[src/rtl/umi_regif_pipe_pkg.sv]
// UMI message definitions and command helpers shared by the register bridge.
// Latency: none (types, constants and pure functions only).
// Backpressure: not applicable.
package umi_regif_pipe_pkg;

  // Request and response opcodes.
  localparam logic [4:0] UMI_REQ_READ   = 5'h01;
  localparam logic [4:0] UMI_RESP_READ  = 5'h02;
  localparam logic [4:0] UMI_REQ_WRITE  = 5'h03;
  localparam logic [4:0] UMI_RESP_WRITE = 5'h04;
  localparam logic [4:0] UMI_REQ_POSTED = 5'h05;
  localparam logic [4:0] UMI_REQ_ATOMIC = 5'h09;

  // Response error codes.
  localparam logic [1:0] UMI_ERR_OK  = 2'b00;
  localparam logic [1:0] UMI_ERR_SLV = 2'b10;
  localparam logic [1:0] UMI_ERR_DEC = 2'b11;

  // 32-bit UMI command word, MSB first.
  typedef struct packed {
    logic [4:0] hostid;
    logic [1:0] err;
    logic       ex;
    logic       eof;
    logic       eom;
    logic [1:0] prot;
    logic [3:0] qos;
    logic [7:0] len;
    logic [2:0] size;
    logic [4:0] opcode;
  } umi_cmd_t;

  typedef struct packed {
    logic is_read;
    logic is_write;
    logic is_posted;
    logic is_atomic;
  } umi_dec_t;

  function automatic umi_cmd_t umi_unpack(input logic [31:0] cmd);
    return umi_cmd_t'(cmd);
  endfunction

  function automatic umi_dec_t umi_decode(input logic [4:0] opcode);
    umi_dec_t d;
    d           = '0;
    d.is_read   = (opcode == UMI_REQ_READ);
    d.is_write  = (opcode == UMI_REQ_WRITE);
    d.is_posted = (opcode == UMI_REQ_POSTED);
    d.is_atomic = (opcode == UMI_REQ_ATOMIC);
    return d;
  endfunction

  // Rebuild a command word from request fields with a new opcode and err.
  function automatic logic [31:0] umi_pack(input umi_cmd_t c, input logic [4:0] opcode,
                                           input logic [1:0] err);
    umi_cmd_t r;
    r        = c;
    r.opcode = opcode;
    r.err    = err;
    return r;
  endfunction

endpackage

[src/rtl/umi_regif_respq.sv]
// Synchronous response FIFO, DEPTH entries of WIDTH bits, head shown on rdata.
// Latency: push visible at rdata/!empty the cycle after the push edge.
// Backpressure: push ignored when full, pop ignored when empty; caller bounds occupancy.
//
// Ports: clk/nreset (async active-low), push/wdata, pop, rdata (head), full, empty.
module umi_regif_respq #(
  parameter int WIDTH = 8,
  parameter int DEPTH = 4
) (
  input  logic             clk,
  input  logic             nreset,
  input  logic             push,
  input  logic [WIDTH-1:0] wdata,
  input  logic             pop,
  output logic [WIDTH-1:0] rdata,
  output logic             full,
  output logic             empty
);

  localparam int PW = $clog2(DEPTH);

  logic [WIDTH-1:0] mem_q [DEPTH];
  logic [PW:0]      wptr_q, wptr_d;
  logic [PW:0]      rptr_q, rptr_d;
  logic             do_push, do_pop;

  // Extra pointer MSB distinguishes full from empty when the indices match.
  assign empty   = (wptr_q == rptr_q);
  assign full    = (wptr_q[PW] != rptr_q[PW]) && (wptr_q[PW-1:0] == rptr_q[PW-1:0]);
  assign do_push = push & ~full;
  assign do_pop  = pop & ~empty;
  assign wptr_d  = wptr_q + {{PW{1'b0}}, do_push};
  assign rptr_d  = rptr_q + {{PW{1'b0}}, do_pop};
  assign rdata   = mem_q[rptr_q[PW-1:0]];

  always_ff @(posedge clk or negedge nreset) begin
    if (!nreset) begin
      wptr_q <= '0;
      rptr_q <= '0;
    end else begin
      wptr_q <= wptr_d;
      rptr_q <= rptr_d;
    end
  end

  always_ff @(posedge clk) begin
    if (do_push) begin
      mem_q[wptr_q[PW-1:0]] <= wdata;
    end
  end

endmodule

[src/rtl/umi_regif_pipe.sv]
// Pipelined UMI-to-register bridge: one request per cycle, strobes same cycle, queued responses.
// Latency: response valid RDLAT+1 cycles after accept (reads, writes and error responses alike).
// Backpressure: udev_req_ready drops while DEPTH responses are in flight or queued.
//
// Ports: clk/nreset (async active-low); udev_req_* request in; udev_resp_* response out;
// reg_* register-file strobes, address, unpacked fields, write data; reg_rddata read return.
module umi_regif_pipe
  import umi_regif_pipe_pkg::*;
#(
  parameter int CW        = 32,
  parameter int AW        = 64,
  parameter int DW        = 256,
  parameter int RW        = 64,
  parameter int GRPOFFSET = 24,
  parameter int GRPAW     = 4,
  parameter int GRPID     = 0,
  parameter int RDLAT     = 1,
  parameter int DEPTH     = 4
) (
  input  logic          clk,
  input  logic          nreset,
  input  logic          udev_req_valid,
  input  logic [CW-1:0] udev_req_cmd,
  input  logic [AW-1:0] udev_req_dstaddr,
  input  logic [AW-1:0] udev_req_srcaddr,
  input  logic [DW-1:0] udev_req_data,
  output logic          udev_req_ready,
  output logic          udev_resp_valid,
  output logic [CW-1:0] udev_resp_cmd,
  output logic [AW-1:0] udev_resp_dstaddr,
  output logic [AW-1:0] udev_resp_srcaddr,
  output logic [DW-1:0] udev_resp_data,
  input  logic          udev_resp_ready,
  output logic [AW-1:0] reg_addr,
  output logic          reg_write,
  output logic          reg_read,
  output logic [4:0]    reg_opcode,
  output logic [2:0]    reg_size,
  output logic [7:0]    reg_len,
  output logic [RW-1:0] reg_wrdata,
  input  logic [RW-1:0] reg_rddata
);

  localparam int NREP = DW / RW;
  localparam int CNTW = $clog2(DEPTH + 1);
  localparam int QW   = CW + 2 * AW + RW;

  umi_cmd_t    req_cmd;
  umi_dec_t    dec;
  logic        match, ok_size, acc;
  logic [11:0] nbytes;

  logic        rsp, rd_ok, do_rd, do_wr;
  logic [4:0]  rsp_opc;
  logic [1:0]  rsp_err;
  logic [CW-1:0] rsp_cmd;

  assign req_cmd = umi_unpack(udev_req_cmd);
  assign dec     = umi_decode(req_cmd.opcode);
  assign match   = (udev_req_dstaddr[GRPOFFSET +: GRPAW] == GRPAW'(GRPID));
  // Wraps in 12 bits like the legacy block, so very large len/size combinations are not trapped.
  assign nbytes  = ({4'b0, req_cmd.len} + 12'd1) << req_cmd.size;
  assign ok_size = (nbytes <= 12'(RW / 8));
  assign acc     = udev_req_valid & udev_req_ready;

  // Request classification: which strobe fires and what response (if any) is owed.
  always_comb begin
    rsp     = 1'b0;
    rd_ok   = 1'b0;
    do_rd   = 1'b0;
    do_wr   = 1'b0;
    rsp_opc = UMI_RESP_READ;
    rsp_err = UMI_ERR_OK;
    if (dec.is_read || dec.is_write) begin
      rsp     = 1'b1;
      rsp_opc = dec.is_read ? UMI_RESP_READ : UMI_RESP_WRITE;
      if (!match) begin
        rsp_err = UMI_ERR_DEC;
      end else if (!ok_size) begin
        rsp_err = UMI_ERR_SLV;
      end else begin
        do_rd = dec.is_read;
        do_wr = dec.is_write;
        rd_ok = dec.is_read;
      end
    end else if (dec.is_atomic) begin
      rsp     = 1'b1;
      rsp_err = UMI_ERR_SLV;
    end else if (dec.is_posted && match && ok_size) begin
      do_wr = 1'b1;
    end
  end

  assign rsp_cmd    = umi_pack(req_cmd, rsp_opc, rsp_err);
  assign reg_read   = acc & do_rd;
  assign reg_write  = acc & do_wr;
  assign reg_addr   = udev_req_dstaddr;
  assign reg_opcode = req_cmd.opcode;
  assign reg_size   = req_cmd.size;
  assign reg_len    = req_cmd.len;
  assign reg_wrdata = udev_req_data[RW-1:0];

  // Response pipe: header travels alongside the register read so data and header line up.
  logic [RDLAT-1:0] pvld_q, prd_q;
  logic [CW-1:0]    pcmd_q [RDLAT];
  logic [AW-1:0]    pdst_q [RDLAT];
  logic [AW-1:0]    psrc_q [RDLAT];

  always_ff @(posedge clk or negedge nreset) begin
    if (!nreset) begin
      pvld_q <= '0;
      prd_q  <= '0;
      for (int i = 0; i < RDLAT; i++) begin
        pcmd_q[i] <= '0;
        pdst_q[i] <= '0;
        psrc_q[i] <= '0;
      end
    end else begin
      pvld_q[0] <= acc & rsp;
      prd_q[0]  <= acc & rd_ok;
      if (acc & rsp) begin
        pcmd_q[0] <= rsp_cmd;
        pdst_q[0] <= udev_req_srcaddr;
        psrc_q[0] <= udev_req_dstaddr;
      end
      for (int i = 1; i < RDLAT; i++) begin
        pvld_q[i] <= pvld_q[i-1];
        prd_q[i]  <= prd_q[i-1];
        pcmd_q[i] <= pcmd_q[i-1];
        pdst_q[i] <= pdst_q[i-1];
        psrc_q[i] <= psrc_q[i-1];
      end
    end
  end

  logic          q_push, q_pop, q_full, q_empty;
  logic [QW-1:0] q_wdata, q_rdata, q_head;
  logic [RW-1:0] resp_rd;

  assign q_push  = pvld_q[RDLAT-1];
  assign q_wdata = {pcmd_q[RDLAT-1], pdst_q[RDLAT-1], psrc_q[RDLAT-1],
                    prd_q[RDLAT-1] ? reg_rddata : {RW{1'b0}}};
  assign q_pop   = udev_resp_valid & udev_resp_ready;

  umi_regif_respq #(
    .WIDTH (QW),
    .DEPTH (DEPTH)
  ) u_respq (
    .clk    (clk),
    .nreset (nreset),
    .push   (q_push),
    .wdata  (q_wdata),
    .pop    (q_pop),
    .rdata  (q_rdata),
    .full   (q_full),
    .empty  (q_empty)
  );

  // Outputs read as zero while nothing is queued, so stale entries never leak out.
  assign q_head          = q_empty ? {QW{1'b0}} : q_rdata;
  assign udev_resp_valid = ~q_empty;
  assign {udev_resp_cmd, udev_resp_dstaddr, udev_resp_srcaddr, resp_rd} = q_head;
  assign udev_resp_data  = {NREP{resp_rd}};

  // Credit counts responses in the pipe plus in the queue, so the queue can never overflow.
  logic [CNTW-1:0] credit_q, credit_d;
  logic            cr_inc;

  assign cr_inc         = acc & rsp;
  assign udev_req_ready = (credit_q < CNTW'(DEPTH));

  always_comb begin
    credit_d = credit_q;
    if (cr_inc && !q_pop) begin
      credit_d = credit_q + CNTW'(1);
    end else if (q_pop && !cr_inc) begin
      credit_d = credit_q - CNTW'(1);
    end
  end

  always_ff @(posedge clk or negedge nreset) begin
    if (!nreset) begin
      credit_q <= '0;
    end else begin
      credit_q <= credit_d;
    end
  end

  // Upper request data bits and the full flag are intentionally not consumed.
  logic unused_ok;
  assign unused_ok = ^{udev_req_data, q_full};

endmodule
[config.mk]
export PLATFORM = sky130hd
export DESIGN_NAME = umi_regif_pipe
export DESIGN_NICKNAME = d
export VERILOG_FILES = /design/src/rtl/umi_regif_pipe_pkg.sv /design/src/rtl/umi_regif_respq.sv /design/src/rtl/umi_regif_pipe.sv
export SDC_FILE = /design/constraint.sdc
export NUM_CORES = 1
export LEC_CHECK = 0
export CORE_AREA = 2 2 410 412
export CTS_CLUSTER_DIAMETER = 120
export CTS_CLUSTER_SIZE = 14
export DETAILED_ROUTE_END_ITERATION = 16
export DIE_AREA = 0 0 412 414
export GPL_ROUTABILITY_DRIVEN = 0
export MAX_ROUTING_LAYER = met4
export RECOVER_POWER = 25
export SLEW_MARGIN = 15
export SYNTH_ARGS = -nofsm -noshare
export SYNTH_HDL_FRONTEND = slang
export SYNTH_HIERARCHICAL = 1
export SYNTH_SLANG_ARGS = --single-unit
[constraint.sdc]
create_clock -name clk -period 28.5 [get_ports clk]
set_input_delay 5.7 -clock clk [delete_from_list [all_inputs] [get_ports clk]]
set_output_delay 5.7 -clock clk [all_outputs]
set_load 0.02 [all_outputs]
**Placed standard cells**

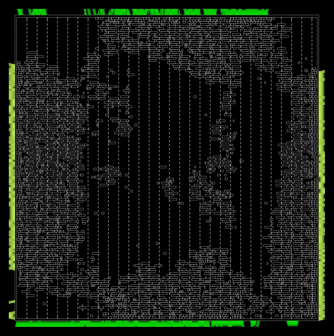
standard-cell rows: 150
Non-Filler Instances: 5288
Taps Inserted: 2204
sequential cells: 1064
Filler Cell Count: 16300

**Wires at chosen ports, followed through buffers**

Drawn at 1 px/um.
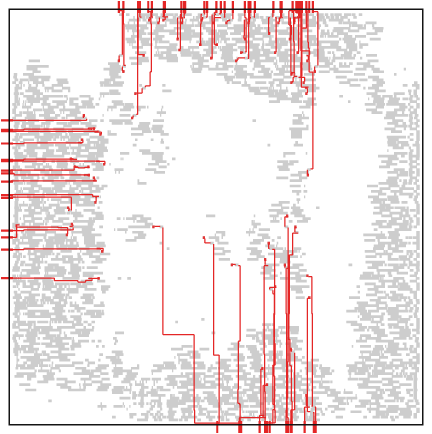
Red shows `udev_resp_dstaddr`, direction output, edge 34 top, 15 left, 15 bottom, end cells 64, buffers 64, wire 5190 um.

==> worst min path at each step <==
stage | from | to | cells after the start
2_1_floorplan | u_respq/rptr_q[2]$_DFF_PN0_ | u_respq/rptr_q[2]$_DFF_PN0_ | 1
3_3_place_gp | u_respq/wptr_q[2]$_DFF_PN0_ | u_respq/wptr_q[2]$_DFF_PN0_ | 1
3_5_place_dp | u_respq/wptr_q[2]$_DFF_PN0_ | u_respq/wptr_q[2]$_DFF_PN0_ | 1
4_1_cts | u_respq/wptr_q[2]$_DFF_PN0_ | u_respq/wptr_q[2]$_DFF_PN0_ | 1
5_1_grt | u_respq/wptr_q[2]$_DFF_PN0_ | u_respq/wptr_q[2]$_DFF_PN0_ | 1
6_report | u_respq/wptr_q[2]$_DFF_PN0_ | u_respq/wptr_q[2]$_DFF_PN0_ | 1
==> qor.log <==
INFO  floorplan      fp_util=26.2%
INFO  job            stage_log_warnings=236
INFO  final_timing   timing.hold.ws=0.489ns
INFO  power          p_seq=1.66mW
INFO  final_timing   timing.final.crit_share=56.0%
INFO  layout         antenna_cells=19
INFO  grt            grt.total_usage=13.6%
INFO  layout         most-common-layout-cells=edfxtp_1, clkdlybuf4s50_1, nand2_1, nor2b_1, mux4_2
INFO  grt            groute.layer.met1.usage=16.4%
INFO  cts            clock_tree_from_tritoncts=built
INFO  route          drt_iter0_drc=1320
INFO  worst_setup_path cpMaxStageDelayCell=clkbuf_1
INFO  grt            gr-total-overflow=0
INFO  worst_setup_path critical_path.reg2reg.startpoint=u_respq/rptr_q[0]$_DFF_PN0_
INFO  grt            grt_max_degree=135
INFO  status         violated_checks=max-capacitance violations, max-slew violations
INFO  worst_setup_path cp_data_required_time=22.80ns
INFO  layout         num-multi-input-gates=1073
INFO  floorplan      ios=1048
INFO  layout         area_growth_syn_to_layout=22.8%
INFO  worst_setup_path slack_of_the_worst_reg_to_reg_path=12.77ns
INFO  power          power.density=54.2nW/um2
INFO  layout         num-nets-final=3484
INFO  route          drt-vias-per-instance=4.27
INFO  placement      pre_cts_slack=13.74ns
INFO  placement      buffer_ports.inserted=725
INFO  power          power.share.switching=20.6%
INFO  final_timing   fin_crit=15.96ns
INFO  layout         comb_area_share=17.5%
INFO  layout         drive_gt1_share=12.3%
INFO  grt            global_route.usage.met2=21.8%
INFO  status         status=finished with violations
INFO  final_timing   final_max_slew_viol_count=315
INFO  power          clk-power=1.17mW
INFO  worst_setup_path reg2regPathDepth=4
INFO  worst_setup_path path_max_fanout=73
INFO  route          drt_drc=0
INFO  final_timing   clock_skews=0.0344ns
INFO  worst_setup_path crit_start=u_respq/rptr_q[0]$_DFF_PN0_
INFO  power          comb_power_share=2.4%
INFO  job            maxCapViolations=6
INFO  final_timing   report.final.hold_viol_count=0
INFO  grt            first_pass_grt_wire_length=166mm
INFO  layout         layout.area.seq=31100um2
INFO  layout         num-clock-buffers=148
INFO  worst_setup_path timing.setup.critical_path_class=register to primary output
No activity file was given, so power comes from the tool's default toggle rates.
